### Metal 1

The bar under the picture is 20 um long.
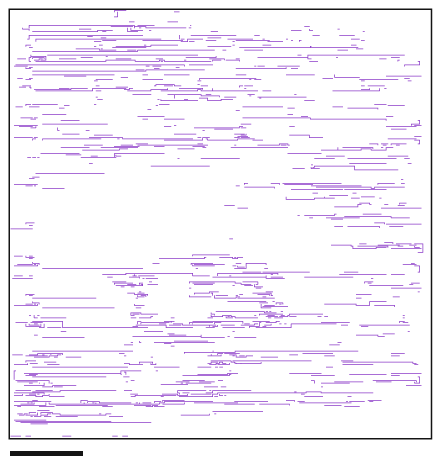
### The metal 2 layer

The bar under the picture is 20 um long. Cells faint in the background.
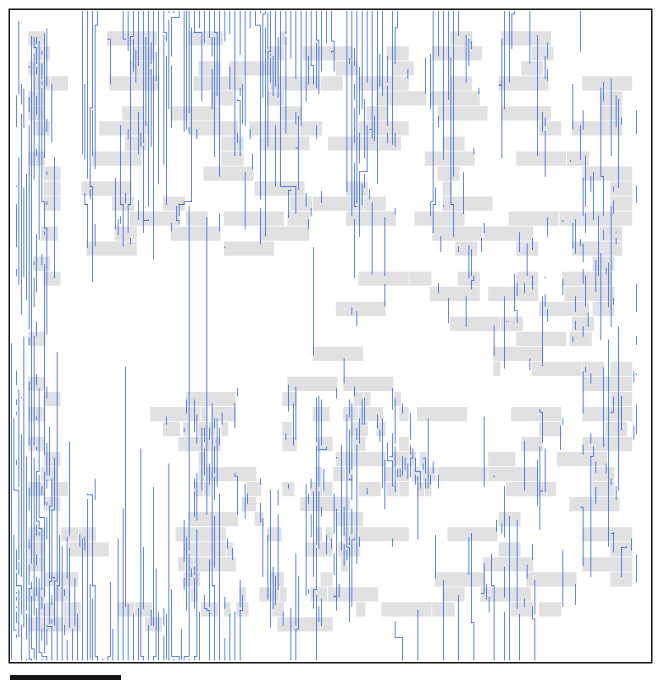
### M3 wires

The bar under the picture is 20 um long. Cells faint in the background.
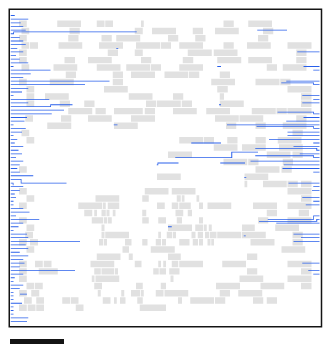
### Placement density heat map

12 x 12 tiles, from white (low) to dark blue (high), 0 to 100% covered.
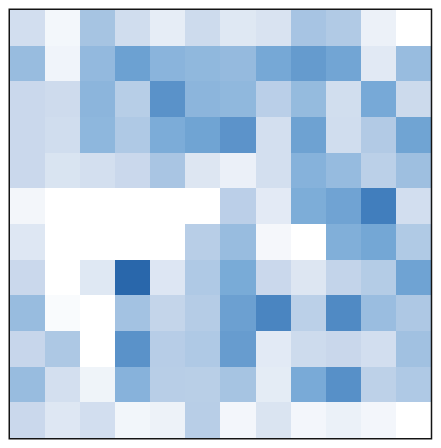
===== config.mk =====
export PLATFORM = sky130hd
export DESIGN_NAME = dmem_arbiter_flat
export DESIGN_NICKNAME = d
export VERILOG_FILES = /design/src/rtl/mips_mem_pkg.sv /design/src/rtl/dmem_arbiter_if.sv /design/src/rtl/dmem_arbiter_starve_cnt.sv /design/src/rtl/dmem_arbiter.sv /design/src/flat_wrapper.sv
export SDC_FILE = /design/constraint.sdc
export NUM_CORES = 1
export LEC_CHECK = 0
export CORE_AREA = 3 3 113 115
export CTS_CLUSTER_DIAMETER = 30
export DETAILED_ROUTE_END_ITERATION = 10
export DIE_AREA = 0 0 116 118
export DONT_BUFFER_PORTS = 1
export PLACE_DENSITY_LB_ADDON = 0.05
export SLEW_MARGIN = 20
export SYNTH_ARGS = -nofsm -noshare
export SYNTH_HDL_FRONTEND = slang
export SYNTH_SLANG_ARGS = --single-unit

===== constraint.sdc =====
create_clock -name clk -period 5.6 [get_ports clk]
set_input_delay 1.12 -clock clk [delete_from_list [all_inputs] [get_ports clk]]
set_output_delay 1.12 -clock clk [all_outputs]
set_load 0.01 [all_outputs]

===== src/rtl/mips_mem_pkg.sv =====
// Shared memory-side types for the data-memory arbiter:
// port owner and lock state enums, plus the IO-map constants.
package mips_mem_pkg;

  typedef enum logic {
    OWN_CPU  = 1'b0,
    OWN_HOST = 1'b1
  } owner_e;

  typedef enum logic {
    UNLOCKED = 1'b0,
    LOCKED   = 1'b1
  } lock_e;

  localparam logic [15:0] IN0_ADDR  = 16'd272;
  localparam logic [15:0] OUT0_ADDR = 16'd256;

endpackage


===== src/rtl/dmem_arbiter_if.sv =====
// CPU, host and memory-side bus bundle of the data-memory arbiter.
// slave = arbiter view, master = requester/memory environment view.
interface dmem_arbiter_if #(
  parameter int AW = 10
);

  logic          cpu_req;
  logic          cpu_we;
  logic [31:0]   cpu_addr;
  logic [31:0]   cpu_wdata;
  logic [3:0]    cpu_be;
  logic          cpu_gnt;
  logic          cpu_stall;
  logic          cpu_rvalid;
  logic [31:0]   cpu_rdata;

  logic          host_req;
  logic          host_we;
  logic [31:0]   host_addr;
  logic [31:0]   host_wdata;
  logic [3:0]    host_be;
  logic          host_lock;
  logic          host_gnt;
  logic          host_rvalid;
  logic [31:0]   host_rdata;

  logic          mem_en;
  logic          mem_we;
  logic [AW-1:0] mem_addr;
  logic [31:0]   mem_wdata;
  logic [3:0]    mem_be;
  logic [31:0]   mem_rdata;

  modport slave (
    input  cpu_req, cpu_we, cpu_addr,
    input  cpu_wdata, cpu_be,
    output cpu_gnt, cpu_stall,
    output cpu_rvalid, cpu_rdata,
    input  host_req, host_we, host_addr,
    input  host_wdata, host_be, host_lock,
    output host_gnt, host_rvalid, host_rdata,
    output mem_en, mem_we, mem_addr,
    output mem_wdata, mem_be,
    input  mem_rdata
  );

  modport master (
    output cpu_req, cpu_we, cpu_addr,
    output cpu_wdata, cpu_be,
    input  cpu_gnt, cpu_stall,
    input  cpu_rvalid, cpu_rdata,
    output host_req, host_we, host_addr,
    output host_wdata, host_be, host_lock,
    input  host_gnt, host_rvalid, host_rdata,
    input  mem_en, mem_we, mem_addr,
    input  mem_wdata, mem_be,
    output mem_rdata
  );

endinterface


===== src/rtl/dmem_arbiter_starve_cnt.sv =====
// Saturating host starvation counter; at_max forces a host grant.
module arb_starve_cnt #(
  parameter int MAX = 4
) (
  input  logic clk,
  input  logic rst,
  input  logic inc,
  input  logic clr,
  output logic at_max
);

  localparam int W = $clog2(MAX + 1);
  localparam logic [W-1:0] MAXV = W'(MAX);

  logic [W-1:0] cnt_q, cnt_d;

  always_comb begin
    cnt_d = cnt_q;
    if (clr) begin
      cnt_d = '0;
    end else if (inc && cnt_q != MAXV) begin
      cnt_d = cnt_q + 1'b1;
    end
  end

  always_ff @(posedge clk or posedge rst) begin
    if (rst) begin
      cnt_q <= '0;
    end else begin
      cnt_q <= cnt_d;
    end
  end

  assign at_max = (cnt_q == MAXV);

endmodule


===== src/rtl/dmem_arbiter.sv =====
// CPU/host arbiter for the single-port dmem, fixed CPU priority,
// bounded host wait and host lock bursts. Option: DMEM_ARB_STATS_EN.
module dmem_arbiter
  import mips_mem_pkg::*;
#(
  parameter int AW       = 10,
  parameter int MAX_WAIT = 4,
  parameter int MAX_LOCK = 16
) (
  input  logic clk,
  input  logic rst,
  dmem_arbiter_if.slave bus
`ifdef DMEM_ARB_STATS_EN
  ,
  output logic [15:0] conflict_cnt,
  output logic [15:0] forced_cnt
`endif
);

  localparam int LW = $clog2(MAX_LOCK + 1);
  localparam logic [LW-1:0] LOCK_LAST =
    LW'(MAX_LOCK - 1);

  lock_e          lock_q, lock_d;
  logic [LW-1:0]  lock_cnt_q, lock_cnt_d;
  logic           yield_q, yield_d;
  logic           resume_q, resume_d;
  logic           rd_pend_q, rd_pend_d;
  owner_e         rd_owner_q, rd_owner_d;
  logic [31:0]    cpu_rdata_q, cpu_rdata_d;
  logic [31:0]    host_rdata_q, host_rdata_d;

  logic both, lock_active, at_max;
  logic cpu_gnt, host_gnt;
  logic cpu_rvalid, host_rvalid;
  logic unused_addr;

  assign both        = bus.cpu_req & bus.host_req;
  assign lock_active = (lock_q == LOCKED);

  arb_starve_cnt #(
    .MAX (MAX_WAIT)
  ) u_starve (
    .clk    (clk),
    .rst    (rst),
    .inc    (bus.host_req & ~host_gnt),
    .clr    (host_gnt | ~bus.host_req),
    .at_max (at_max)
  );

  // yield_q hands one contended cycle to the cpu after a lock
  // expiry; resume_q then lets the still-locking host back in
  always_comb begin
    cpu_gnt  = 1'b0;
    host_gnt = 1'b0;
    if (!rst) begin
      if (lock_active && bus.host_req) begin
        host_gnt = 1'b1;
      end else if (both) begin
        if (yield_q) begin
          cpu_gnt = 1'b1;
        end else if (resume_q && bus.host_lock) begin
          host_gnt = 1'b1;
        end else if (at_max) begin
          host_gnt = 1'b1;
        end else begin
          cpu_gnt = 1'b1;
        end
      end else begin
        cpu_gnt  = bus.cpu_req;
        host_gnt = bus.host_req;
      end
    end
  end

  assign bus.cpu_gnt   = cpu_gnt;
  assign bus.host_gnt  = host_gnt;
  assign bus.cpu_stall = bus.cpu_req & ~cpu_gnt;

  always_comb begin
    bus.mem_en    = 1'b0;
    bus.mem_we    = 1'b0;
    bus.mem_addr  = '0;
    bus.mem_wdata = '0;
    bus.mem_be    = '0;
    unique case (1'b1)
      cpu_gnt: begin
        bus.mem_en    = 1'b1;
        bus.mem_we    = bus.cpu_we;
        bus.mem_addr  = bus.cpu_addr[AW+1:2];
        bus.mem_wdata = bus.cpu_wdata;
        bus.mem_be    = bus.cpu_be;
      end
      host_gnt: begin
        bus.mem_en    = 1'b1;
        bus.mem_we    = bus.host_we;
        bus.mem_addr  = bus.host_addr[AW+1:2];
        bus.mem_wdata = bus.host_wdata;
        bus.mem_be    = bus.host_be;
      end
      default: ;
    endcase
  end

  assign unused_addr = ^{bus.cpu_addr[31:AW+2],
                         bus.cpu_addr[1:0],
                         bus.host_addr[31:AW+2],
                         bus.host_addr[1:0]};

  always_comb begin
    lock_d     = lock_q;
    lock_cnt_d = lock_cnt_q;
    yield_d    = yield_q & bus.host_lock
               & bus.host_req & ~host_gnt & ~cpu_gnt;
    resume_d   = bus.host_lock & bus.host_req
               & ~host_gnt
               & (resume_q | (yield_q & cpu_gnt));
    case (lock_q)
      UNLOCKED: begin
        if (host_gnt && bus.host_lock) begin
          lock_d     = LOCKED;
          lock_cnt_d = LW'(1);
        end
      end
      LOCKED: begin
        if (!bus.host_lock) begin
          lock_d     = UNLOCKED;
          lock_cnt_d = '0;
        end else if (host_gnt) begin
          if (lock_cnt_q == LOCK_LAST) begin
            lock_d     = UNLOCKED;
            lock_cnt_d = '0;
            yield_d    = 1'b1;
          end else begin
            lock_cnt_d = lock_cnt_q + 1'b1;
          end
        end
      end
      default: lock_d = UNLOCKED;
    endcase
  end

  assign cpu_rvalid  = rd_pend_q & (rd_owner_q == OWN_CPU);
  assign host_rvalid = rd_pend_q & (rd_owner_q == OWN_HOST);

  always_comb begin
    rd_pend_d    = (cpu_gnt & ~bus.cpu_we)
                 | (host_gnt & ~bus.host_we);
    rd_owner_d   = host_gnt ? OWN_HOST : OWN_CPU;
    cpu_rdata_d  = cpu_rvalid ? bus.mem_rdata : cpu_rdata_q;
    host_rdata_d = host_rvalid ? bus.mem_rdata : host_rdata_q;
  end

  assign bus.cpu_rvalid  = cpu_rvalid;
  assign bus.host_rvalid = host_rvalid;
  assign bus.cpu_rdata   = cpu_rdata_d;
  assign bus.host_rdata  = host_rdata_d;

  always_ff @(posedge clk or posedge rst) begin
    if (rst) begin
      lock_q       <= UNLOCKED;
      lock_cnt_q   <= '0;
      yield_q      <= 1'b0;
      resume_q     <= 1'b0;
      rd_pend_q    <= 1'b0;
      rd_owner_q   <= OWN_CPU;
      cpu_rdata_q  <= '0;
      host_rdata_q <= '0;
    end else begin
      lock_q       <= lock_d;
      lock_cnt_q   <= lock_cnt_d;
      yield_q      <= yield_d;
      resume_q     <= resume_d;
      rd_pend_q    <= rd_pend_d;
      rd_owner_q   <= rd_owner_d;
      cpu_rdata_q  <= cpu_rdata_d;
      host_rdata_q <= host_rdata_d;
    end
  end

`ifdef DMEM_ARB_STATS_EN
  logic        forced;
  logic [15:0] conflict_q, conflict_d;
  logic [15:0] forced_q, forced_d;

  assign forced = host_gnt & both & ~lock_active
                & ~yield_q & ~(resume_q & bus.host_lock);

  always_comb begin
    conflict_d = conflict_q;
    forced_d   = forced_q;
    if (both && conflict_q != 16'hFFFF) begin
      conflict_d = conflict_q + 16'd1;
    end
    if (forced && forced_q != 16'hFFFF) begin
      forced_d = forced_q + 16'd1;
    end
  end

  always_ff @(posedge clk or posedge rst) begin
    if (rst) begin
      conflict_q <= '0;
      forced_q   <= '0;
    end else begin
      conflict_q <= conflict_d;
      forced_q   <= forced_d;
    end
  end

  assign conflict_cnt = conflict_q;
  assign forced_cnt   = forced_q;
`endif

endmodule


===== src/flat_wrapper.sv =====
// flat-port wrapper written by rule: the top's interface ports become plain ports
module dmem_arbiter_flat import mips_mem_pkg::*;
#(
  parameter int AW       = 10,
  parameter int MAX_WAIT = 4,
  parameter int MAX_LOCK = 16
)
  (clk, rst, bus_cpu_req, bus_cpu_we, bus_cpu_addr, bus_cpu_wdata, bus_cpu_be, bus_cpu_gnt, bus_cpu_stall, bus_cpu_rvalid, bus_cpu_rdata, bus_host_req, bus_host_we, bus_host_addr, bus_host_wdata, bus_host_be, bus_host_lock, bus_host_gnt, bus_host_rvalid, bus_host_rdata, bus_mem_en, bus_mem_we, bus_mem_addr, bus_mem_wdata, bus_mem_be, bus_mem_rdata);
  dmem_arbiter_if #(.AW(AW)) bus_i ();
  input  logic clk;
  input  logic rst;
  input wire logic [$bits(bus_i.cpu_req)-1:0] bus_cpu_req;
  input wire logic [$bits(bus_i.cpu_we)-1:0] bus_cpu_we;
  input wire logic [$bits(bus_i.cpu_addr)-1:0] bus_cpu_addr;
  input wire logic [$bits(bus_i.cpu_wdata)-1:0] bus_cpu_wdata;
  input wire logic [$bits(bus_i.cpu_be)-1:0] bus_cpu_be;
  output wire logic [$bits(bus_i.cpu_gnt)-1:0] bus_cpu_gnt;
  output wire logic [$bits(bus_i.cpu_stall)-1:0] bus_cpu_stall;
  output wire logic [$bits(bus_i.cpu_rvalid)-1:0] bus_cpu_rvalid;
  output wire logic [$bits(bus_i.cpu_rdata)-1:0] bus_cpu_rdata;
  input wire logic [$bits(bus_i.host_req)-1:0] bus_host_req;
  input wire logic [$bits(bus_i.host_we)-1:0] bus_host_we;
  input wire logic [$bits(bus_i.host_addr)-1:0] bus_host_addr;
  input wire logic [$bits(bus_i.host_wdata)-1:0] bus_host_wdata;
  input wire logic [$bits(bus_i.host_be)-1:0] bus_host_be;
  input wire logic [$bits(bus_i.host_lock)-1:0] bus_host_lock;
  output wire logic [$bits(bus_i.host_gnt)-1:0] bus_host_gnt;
  output wire logic [$bits(bus_i.host_rvalid)-1:0] bus_host_rvalid;
  output wire logic [$bits(bus_i.host_rdata)-1:0] bus_host_rdata;
  output wire logic [$bits(bus_i.mem_en)-1:0] bus_mem_en;
  output wire logic [$bits(bus_i.mem_we)-1:0] bus_mem_we;
  output wire logic [$bits(bus_i.mem_addr)-1:0] bus_mem_addr;
  output wire logic [$bits(bus_i.mem_wdata)-1:0] bus_mem_wdata;
  output wire logic [$bits(bus_i.mem_be)-1:0] bus_mem_be;
  input wire logic [$bits(bus_i.mem_rdata)-1:0] bus_mem_rdata;
  assign bus_i.cpu_req = bus_cpu_req;
  assign bus_i.cpu_we = bus_cpu_we;
  assign bus_i.cpu_addr = bus_cpu_addr;
  assign bus_i.cpu_wdata = bus_cpu_wdata;
  assign bus_i.cpu_be = bus_cpu_be;
  assign bus_cpu_gnt = bus_i.cpu_gnt;
  assign bus_cpu_stall = bus_i.cpu_stall;
  assign bus_cpu_rvalid = bus_i.cpu_rvalid;
  assign bus_cpu_rdata = bus_i.cpu_rdata;
  assign bus_i.host_req = bus_host_req;
  assign bus_i.host_we = bus_host_we;
  assign bus_i.host_addr = bus_host_addr;
  assign bus_i.host_wdata = bus_host_wdata;
  assign bus_i.host_be = bus_host_be;
  assign bus_i.host_lock = bus_host_lock;
  assign bus_host_gnt = bus_i.host_gnt;
  assign bus_host_rvalid = bus_i.host_rvalid;
  assign bus_host_rdata = bus_i.host_rdata;
  assign bus_mem_en = bus_i.mem_en;
  assign bus_mem_we = bus_i.mem_we;
  assign bus_mem_addr = bus_i.mem_addr;
  assign bus_mem_wdata = bus_i.mem_wdata;
  assign bus_mem_be = bus_i.mem_be;
  assign bus_i.mem_rdata = bus_mem_rdata;
  dmem_arbiter #(.AW(AW), .MAX_WAIT(MAX_WAIT), .MAX_LOCK(MAX_LOCK)) u_core (.clk(clk), .rst(rst), .bus(bus_i));
endmodule

==> results.toml <==
# yosys + openroad results
[status]
outcome = "finished clean"

[setup_path]
path_class = "in2out"
startpoint_type = "primary input"
reg2reg_depth = 5
crit_fanout = 50
ff2ff_setup_slack_ns = 3.43

[power]
ir_drop_v = 0.000126
switching_share = 0.292
seq_power_share = 0.427
power_frac_comb = 0.229
switchingPower_w = 0.000499

[floorplanning]
die-area_um2 = 13700
io_pins = 292
fp.dieW_um = 116
fp_util = 0.303

[timing]
maxSlewViolCount = 0
slew_headroom = 0.369
skew_ns = 0.00842
fin_setup_tns_ns = 0
rsz0062_at_grt = "no"

[synth]
common_cells = "77 x dfrtp_1, 64 x mux2_2, 48 x a22o_1"
ys_area_um2 = 3610
synth_top_area_share = 0.533
most_common_cell = "dfrtp_1"
synth-edff-count = 0
postSynth.asyncResetShare = 1.00

[routing]
remaining_drc_errors = 0

[placed_design]
pre_cts_ws_ns = 1.61

[clock_network]
cts.sink_count = 77
cts_tree = "done"
worst_skew_pair.late_latency_ns = 0.33

[hold_path]
hold_class = "reg2reg"
hold_depth = 2

[flow_run]
maxCapViolCount = 0
Back to the opening pictures, 'Metal 1':
longest straight run = 46.5 um
wire length on this layer = 4,140 um
share of all routed wire = 38%
nets with wire on the layer = 355
main direction = horizontal

Back to the opening pictures, 'The metal 2 layer':
longest straight run = 95.4 um
main direction = vertical
wire length on this layer = 5,580 um

Back to the opening pictures, 'M3 wires':
share of all routed wire = 9.6%
longest straight run = 45.8 um
nets with wire on the layer = 128
wire length on this layer = 1,050 um
main direction = horizontal

Back to the opening pictures, 'Placement density heat map':
emptiest ninth of the die = left middle
tiles over 75% full = 0.70%
mean over tiles = 28%

logic make-up after synthesis:
family / synth area share
AND-OR/OR-AND: 0.157
multiplexers: 0.199
flip-flops: 0.533
AND/OR/NAND/NOR: 0.0561
adder cells (fa/ha/maj): 0.0104
buffers and inverters: 0.0412
XOR/XNOR: 0.00242
metrics by stage:
step | hold slack, ns | util | total power [W] | cells
floorplan | 0.505 | - | 0.00106 | 279
global placement | 0.525 | 0.312 | 0.00114 | 410
detailed placement | 0.527 | 0.312 | 0.00114 | 410
CTS | 0.536 | 0.338 | 0.00174 | 425
global route | 0.552 | 0.339 | 0.00181 | 426
finish | 0.537 | 0.339 | 0.00171 | 426
power groups by stage:
stage / clock, W / combinational [W] / sequential [W]
after floorplan: 0 / 0.000333 / 0.000729
after global placement: 0 / 0.000399 / 0.000737
after detailed placement: 0 / 0.000400 / 0.000742
after CTS: 0.000608 / 0.000401 / 0.000732
after global routing: 0.000632 / 0.000425 / 0.000748
final: 0.000588 / 0.000392 / 0.000730
worst max path at each step:
stage / start / cells past startpoint / slack, ns / to
2_1_floorplan: rst / 5 / 2.36 / bus_mem_wdata[11]
3_3_place_gp: rst / 3 / 1.64 / bus_mem_wdata[23]
3_5_place_dp: rst / 3 / 1.61 / bus_mem_wdata[1]
4_1_cts: rst / 3 / 1.61 / bus_mem_wdata[1]
5_1_grt: bus_cpu_req / 4 / 1.53 / bus_mem_wdata[18]
6_report: bus_cpu_req / 4 / 1.71 / bus_mem_wdata[18]
layout make-up:
| cell class | instances | area (um2) |
|---|---|---|
| multi-input combinational | 174 | 1550 |
| sequential | 77 | 1930 |
| fill | 1205 | 7870 |
| clock inverter | 3 | 43.8 |
| clock buffer | 12 | 256 |
| timing repair buffer | 5 | 50.0 |
| tap | 147 | 184 |
| inverter | 8 | 31.3 |
worst max-delay path, cell delays in order:
cell and delay [ns]:
inv_1 0.03, a211oi_1 0.33, o31a_2 0.86, a22o_1 0.40
per-layer routing:
| layer | global-route usage | vias to the layer above | share of wire |
|---|---|---|---|
| met1 | 0.180 | 1188 | 0.38 |
| met2 | 0.265 | 141 | 0.51 |
| met4 | 0.0609 | 0 | 0.014 |
| met3 | 0.0540 | 12 | 0.096 |
| met5 | 0 | - | 0 |
| li1 | - | 1024 | - |
state kept, by name (all words and copies together), names as in the netlist:
register               flops
u_core.lock_active         1
u_core.rd_pend_q           1
u_core.lock_cnt_q          5
u_core.yield_q             1
u_core.rd_owner_q          1
u_core.u_starve.cnt_q      3
u_core.host_rdata_q       32
u_core.resume_q            1
u_core.cpu_rdata_q        32
cell usage in the layout (no fill, tap or decap), types with 3 or more instances in the layout:
master and instances:
mux2_2 64, ha_1 3, nand2_1 13, nand2b_1 3, nand3_1 3, buf_4 4, clkbuf_16 9, o21ai_0 3
a22o_1 48, inv_1 7, dfrtp_1 77, a21oi_1 5, nor2_1 6
Power figures rest on the tool's default switching activity, not on a simulated workload.
